`config.mk`:
```
export PLATFORM = sky130hd
export DESIGN_NAME = pixel_stream_rx
export DESIGN_NICKNAME = d
export VERILOG_FILES = /design/src/rtl/pixel_pkg.sv /design/src/rtl/pixel_out_reg.sv /design/src/rtl/pixel_stream_rx.sv
export SDC_FILE = /design/constraint.sdc
export NUM_CORES = 1
export LEC_CHECK = 0
export CAP_MARGIN = 20
export CORE_MARGIN = 3
export CORE_UTILIZATION = 53
export DETAILED_ROUTE_END_ITERATION = 8
export PLACE_DENSITY = 0.91
export SLEW_MARGIN = 20
export SYNTH_ARGS = -nofsm -noshare
export SYNTH_HDL_FRONTEND = slang
export SYNTH_SLANG_ARGS = --single-unit
```
`constraint.sdc`:
```
create_clock -name clk -period 4.5 [get_ports clk]
set_input_delay 0.9 -clock clk [delete_from_list [all_inputs] [get_ports clk]]
set_output_delay 0.9 -clock clk [all_outputs]
set_load 0.05 [all_outputs]
```
`src/rtl/pixel_pkg.sv`:
```
// Shared types and default geometry for the raster pixel stream receiver.
package pixel_pkg;

  localparam int H_ACTIVE_DEF = 1024;
  localparam int V_ACTIVE_DEF = 768;
  localparam int DATA_W_DEF   = 24;
  localparam int X_W_DEF      = 10;
  localparam int Y_W_DEF      = 10;
  localparam int ADDR_W_DEF   = 20;

  typedef enum logic [1:0] {
    WAIT_SOF,
    RUN,
    WAIT_EOL
  } rx_state_t;

  typedef struct packed {
    logic [DATA_W_DEF-1:0] data;
    logic [X_W_DEF-1:0]    x;
    logic [Y_W_DEF-1:0]    y;
    logic [ADDR_W_DEF-1:0] addr;
  } pixel_beat_t;

endpackage

```
`src/rtl/pixel_out_reg.sv`:
```
// One-deep valid/ready output register; a beat transfers on valid && ready on either side.
module pixel_out_reg
  import pixel_pkg::*;
#(
  parameter type beat_t = pixel_beat_t
) (
  input  logic  clk,
  input  logic  rst,
  input  logic  in_valid,
  output logic  in_ready,
  input  beat_t in_beat,
  output logic  out_valid,
  input  logic  out_ready,
  output beat_t out_beat
);

  assign in_ready = !out_valid || out_ready;

  always_ff @(posedge clk) begin
    if (rst) begin
      out_valid <= 1'b0;
      out_beat  <= '0;
    end else if (in_valid && in_ready) begin
      out_valid <= 1'b1;
      out_beat  <= in_beat;
    end else if (out_ready) begin
      out_valid <= 1'b0;
    end
  end

endmodule

```
`src/rtl/pixel_stream_rx.sv`:
```
// Raster pixel stream receiver: recovers x/y/address, checks geometry, resyncs on sof.
// Optional PIXEL_RX_CHECKSUM_EN adds frame_sum, the per-frame sum of emitted pixel data.
module pixel_stream_rx
  import pixel_pkg::*;
#(
  parameter int H_ACTIVE = H_ACTIVE_DEF,
  parameter int V_ACTIVE = V_ACTIVE_DEF,
  parameter int DATA_W   = DATA_W_DEF,
  parameter int X_W      = X_W_DEF,
  parameter int Y_W      = Y_W_DEF,
  parameter int ADDR_W   = ADDR_W_DEF
) (
  input  logic              clk,
  input  logic              rst,
  input  logic              s_valid,
  output logic              s_ready,
  input  logic [DATA_W-1:0] s_data,
  input  logic              s_sof,
  input  logic              s_eol,
  output logic              m_valid,
  input  logic              m_ready,
  output logic [DATA_W-1:0] m_data,
  output logic [X_W-1:0]    m_x,
  output logic [Y_W-1:0]    m_y,
  output logic [ADDR_W-1:0] m_addr,
  output logic              frame_done,
  output logic [15:0]       frame_count,
  output logic              err_sof,
  output logic              err_eol
`ifdef PIXEL_RX_CHECKSUM_EN
  ,
  output logic [31:0]       frame_sum
`endif
);

  typedef struct packed {
    logic [DATA_W-1:0] data;
    logic [X_W-1:0]    x;
    logic [Y_W-1:0]    y;
    logic [ADDR_W-1:0] addr;
  } beat_t;

  localparam logic [X_W-1:0]    X_LAST = X_W'(H_ACTIVE - 1);
  localparam logic [Y_W-1:0]    Y_LAST = Y_W'(V_ACTIVE - 1);
  localparam logic [ADDR_W-1:0] H_STEP = ADDR_W'(H_ACTIVE);

  rx_state_t         state, state_nx;
  logic [X_W-1:0]    x, x_nx, cx;
  logic [Y_W-1:0]    y, y_nx, cy;
  logic [ADDR_W-1:0] addr, addr_nx, caddr;
  logic [ADDR_W-1:0] base, base_nx, cbase;
  logic              accept, emit, run_mode, line_end;
  logic              done_nx, esof_nx, eeol_nx;
  beat_t             in_beat, out_beat;

  assign accept = s_valid && s_ready;

  // cx/cy/caddr/cbase are the position this pixel lands on; sof forces it back to (0,0).
  always_comb begin
    state_nx = state;
    x_nx     = x;
    y_nx     = y;
    addr_nx  = addr;
    base_nx  = base;
    cx       = x;
    cy       = y;
    caddr    = addr;
    cbase    = base;
    run_mode = (state == RUN);
    emit     = 1'b0;
    line_end = 1'b0;
    done_nx  = 1'b0;
    esof_nx  = 1'b0;
    eeol_nx  = 1'b0;
    if (accept) begin
      if (s_sof) begin
        esof_nx  = (state != WAIT_SOF) && ((x != '0) || (y != '0));
        cx       = '0;
        cy       = '0;
        caddr    = '0;
        cbase    = '0;
        run_mode = 1'b1;
        x_nx     = '0;
        y_nx     = '0;
        addr_nx  = '0;
        base_nx  = '0;
        state_nx = RUN;
      end
      if (run_mode) begin
        emit = 1'b1;
        if (cx == X_LAST) begin
          if (s_eol) begin
            line_end = 1'b1;
          end else begin
            eeol_nx  = 1'b1;
            state_nx = WAIT_EOL;
          end
        end else if (s_eol) begin
          eeol_nx  = 1'b1;
          line_end = 1'b1;
        end else begin
          x_nx     = cx + 1'b1;
          addr_nx  = caddr + 1'b1;
          state_nx = RUN;
        end
      end else if ((state == WAIT_EOL) && s_eol) begin
        line_end = 1'b1;
      end
      if (line_end) begin
        if (cy == Y_LAST) begin
          done_nx  = 1'b1;
          x_nx     = '0;
          y_nx     = '0;
          addr_nx  = '0;
          base_nx  = '0;
          state_nx = WAIT_SOF;
        end else begin
          x_nx     = '0;
          y_nx     = cy + 1'b1;
          addr_nx  = cbase + H_STEP;
          base_nx  = cbase + H_STEP;
          state_nx = RUN;
        end
      end
    end
    in_beat.data = s_data;
    in_beat.x    = cx;
    in_beat.y    = cy;
    in_beat.addr = caddr;
  end

  always_ff @(posedge clk) begin
    if (rst) begin
      state       <= WAIT_SOF;
      x           <= '0;
      y           <= '0;
      addr        <= '0;
      base        <= '0;
      frame_count <= '0;
      frame_done  <= 1'b0;
      err_sof     <= 1'b0;
      err_eol     <= 1'b0;
    end else begin
      state      <= state_nx;
      x          <= x_nx;
      y          <= y_nx;
      addr       <= addr_nx;
      base       <= base_nx;
      frame_done <= done_nx;
      err_sof    <= esof_nx;
      err_eol    <= eeol_nx;
      if (done_nx) frame_count <= frame_count + 16'd1;
    end
  end

  pixel_out_reg #(.beat_t(beat_t)) u_out (
    .clk       (clk),
    .rst       (rst),
    .in_valid  (emit),
    .in_ready  (s_ready),
    .in_beat   (in_beat),
    .out_valid (m_valid),
    .out_ready (m_ready),
    .out_beat  (out_beat)
  );

  assign m_data = out_beat.data;
  assign m_x    = out_beat.x;
  assign m_y    = out_beat.y;
  assign m_addr = out_beat.addr;

`ifdef PIXEL_RX_CHECKSUM_EN
  logic [31:0] acc, acc_nx;

  // An sof pixel starts a fresh sum that already includes its own data.
  always_comb begin
    acc_nx = acc;
    if (emit) acc_nx = (s_sof ? 32'd0 : acc) + 32'(s_data);
  end

  always_ff @(posedge clk) begin
    if (rst) begin
      acc       <= '0;
      frame_sum <= '0;
    end else begin
      acc <= acc_nx;
      if (done_nx) frame_sum <= acc_nx;
    end
  end
`endif

endmodule

```
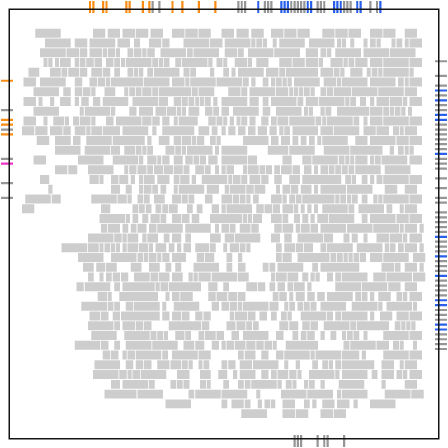
**Above:** I/O pins on the die edge.
Pins as bars across the die edge, other pins in gray.
port	color	pins	direction	edge
s_data	blue	24	input	12 right, 12 top
err_sof	magenta	1	output	left
frame_count	orange	16	output	12 top, 4 left
all pins by edge	53 right, 45 top, 10 left, 7 bottom

==> flow_summary.yaml <==
# generated from flow reports
outcome:
  status: "finished, final reports clean"
timing:
  drv_slew: 0
  final-hold-violation-count: 0
  fin_crit_sh_pct: 80.7
  fin_setup_tns_ns: 0
  rsz0062_at_grt: "no"
  maxSlewHeadroom_pct: 49.0
  worstMarginPinSlew_ns: 0.761
  finClkSkew_ns: 0.00622
  max_clock_freq_mhz: 275
  setup_violations: 0
  fin_hold_ws_ns: 0.447
  period_minus_slack_ns: 3.63
logic_synthesis:
  synth-seq-cells: 146
  syn_area_per_cell_um2: 7.81
  syn_inst: 872
  async_flop_share_pct: 0
  syn_nets: 907
  synth_cell_types: 60
  ff_type: "dfxtp_1"
  yosys_warnings: 0
  ys_seq_share_pct: 42.9
  top_area_share_pct: 42.9
  synthTopCellsByArea: "dfxtp_1 (43%), nand2_1 (8.0%), a21oi_1 (7.5%)"
  ys_cells: 872
  edf_count: 0
  synthesis.area_mm2: 0.00681
  yosysTopAreaCell: "dfxtp_1"
  ys_area_mm2: 0.00681
  common_cells: "dfxtp_1 (146), nand2_1 (146), a21oi_1 (102)"
layout:
  clk_share_pct: 7.20
  seq_cells: 146
  diodes: 0
  n_fill_cell: 898
  sh_seq_area_pct: 33.5
  finalNetCount: 998
  largest_reg_flops: 64
  n_all_buffers: 138
  inv_count: 14
  drive_gt1_share_pct: 6.36
  bufAreaShareNonClock_pct: 15.1
  regMostFlops: "u_out.out_beat"
  finalNonFillerCells: 1143
  area_growth_pct: 28.1
  comb_cells: 646
  regArea_mm2: 0.00292
  largestRegisters: "u_out.out_beat x64, addr x20, base x20"
  comb_area_share_pct: 41.2
  largest_cell_class: "logic gates"
  clock_buffers: 23
  combGateArea_mm2: 0.00359
worst_setup_path:
  worst-path-buf-inv: 1
  critPathRequiredTime_ns: 4.85
  cp.arrival_ns: 3.98
  worstSetupPathType: "input pin to register"
  rr_worst_depth: 7
  crit_family: "simple AND/OR/NAND/NOR gates"
  cp-start-kind: "input pin"
  rrSetupSlack_ns: 1.70
  r2r_start: "y[0]"
  cp_cell_sequence: "clkdlybuf4s50_1 > nor2b_1 > ha_1 > nand2_1 > a2111o_1 > or3_1 > or4_1 > a21oi_1"
  worstSetupEndpointType: "register"
  crit_fanout: 17
  cpPeakStageDelay_ns: 0.71
  cp_slowest_cell: "clkdlybuf4s50_1"
  r2r_end: "frame_count[15]"
drt:
  highest_layer: "met4"
  routed-wl-met3_um: 1900
  antenna_left: 0
  via_count: 6981
  met2_length_um: 9130
  drc: 0
  first_iter_violations: 959
  drt-met1-wl_um: 8320
  wl_per_cell_um: 17.3
  drt_first_pass_iters: 7
  wl_um: 19800
  avgViaCountPerCell: 6.11
run:
  warnings: 26
  drv_cap: 0
hold_path:
  hp-class: "register to register"
  holdPathStages: 2
  min_to: "u_out.out_beat[36]"
  min-delay-start: "u_out.out_beat[36]"
floorplan:
  core-area_mm2: 0.0123
  die_area_mm2: 0.0142
  nWellTaps: 168
  fp-row-count: 40
  ios: 115
  initCoreUtil_pct: 55.5
  die_w_um: 119
  fp.dieH_um: 119
grt:
  grt_pass1_vias: 6317
  met2_usage_pct: 41.4
  busiest_layer: "met2"
  antenna_found_initial: 0
  grt_max_degree: 77
  grt_pass1_wl_um: 31900
  track_usage_pct: 27.2
  overflow: 0
  grtUsageMet1_pct: 37.9
  use_met3_pct: 5.22
placement:
  place_hpwl_um: 13100
  port_buffers: 114
  dp.cells: 1112
  gp_congestion: 0.972
clocking:
  cts.sinks: 146
  cts_buffers: 17
  clkTransAtPathRegs_ns: 0.06
  ctsLongestPathBuffers: 2
  h-tree-depth: 4
  tritoncts: "yes"
  cts_hold_buffers: 0
  clock.latency.late_pin_ns: 0.42
  clock-root-buffer: "clkbuf_16"
  cts_resized: 0
  postCtsSetupRepairBufs: 0
power_and_ir_drop:
  finalPower_uw: 3150
  power-per-cell-area_mw_per_mm2: 361
  leakage_uw: 0.00289
  vdd_ir_drop_max_mv: 0.223
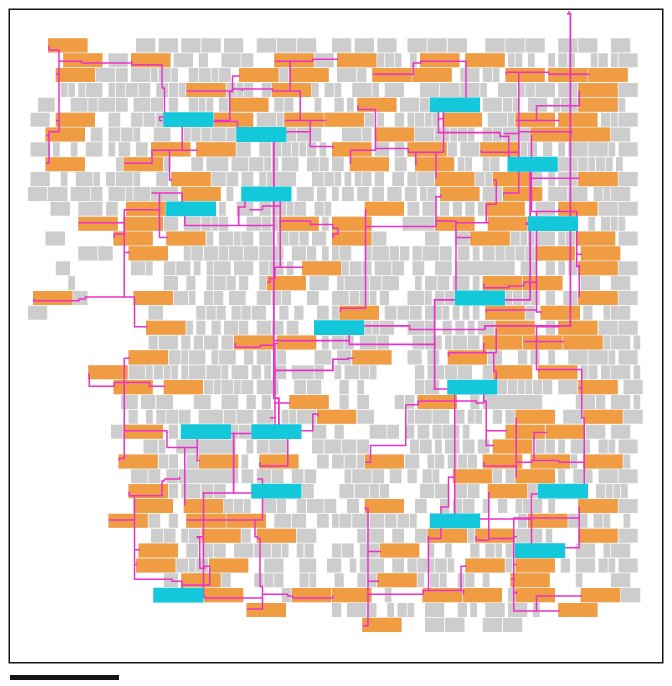
**Above:** clock network drawn from the DEF.
Scale bar: 20 µm.
[clock drivers] cyan | count: 17
[clock wires] magenta | length: 1710 µm
[flip-flops] orange | count: 146
routed clock nets	18

-- worst max-delay path by stage --
stage | startpoint | end | slack (ns) | cells after the start
finish | s_sof | frame_count[15] | 0.87 | 8
global route | s_sof | frame_count[15] | 0.64 | 8
CTS | s_sof | frame_count[15] | 0.90 | 8
detailed placement | s_sof | frame_count[15] | 0.54 | 8
global placement | s_sof | frame_count[15] | 0.59 | 8
floorplan | s_sof | x[5] | 0.63 | 13
-- through the flow --
stage	area, µm²	util [%]	worst slack [ns]
5_1_grt	8720	71.1	0.636
2_1_floorplan	6810	-	0.629
3_3_place_gp	8090	66.0	0.594
3_5_place_dp	8090	66.0	0.537
4_1_cts	8720	71.1	0.898
6_report	8720	71.1	0.867
-- placed cells by master (no fill, tap or decap), types with 15 or more instances in the layout --
cell type / instances
nor3_1: 20
nor4_1: 23
clkdlybuf4s50_1: 113
a31oi_1: 15
nor2b_1: 20
buf_4: 25
nand3_1: 54
nor2_1: 49
dfxtp_1: 146
xnor2_1: 16
o21ai_0: 34
clkbuf_16: 17
nand4_1: 18
nand2_1: 146
a21oi_1: 101
-- where the power goes --
part           leakage (µW)  internal (µW)  total [µW]  switching, µW
clock              0.000304            971        1500            533
combinational       0.00141           99.1         310            211
sequential          0.00118           1320        1340           20.1
total               0.00289           2390        3150            764
-- kinds of logic (layout without fill, tap and decap cells) --
| group | count (synthesis) | count (layout) | share of synthesized area, % |
|---|---|---|---|
| adders and majority gates | 5 | 5 | 0.919 |
| xor gates and xnor gates | 22 | 22 | 2.83 |
| muxes | 4 | 4 | 0.588 |
| buffers and inverters | 80 | 183 | 4.59 |
| and+or+nand+nor | 400 | 400 | 29.0 |
| AOI/OAI and AO/OA | 215 | 215 | 19.2 |
| DFF | 146 | 146 | 42.9 |
Power is estimated from default activity; no workload was simulated.
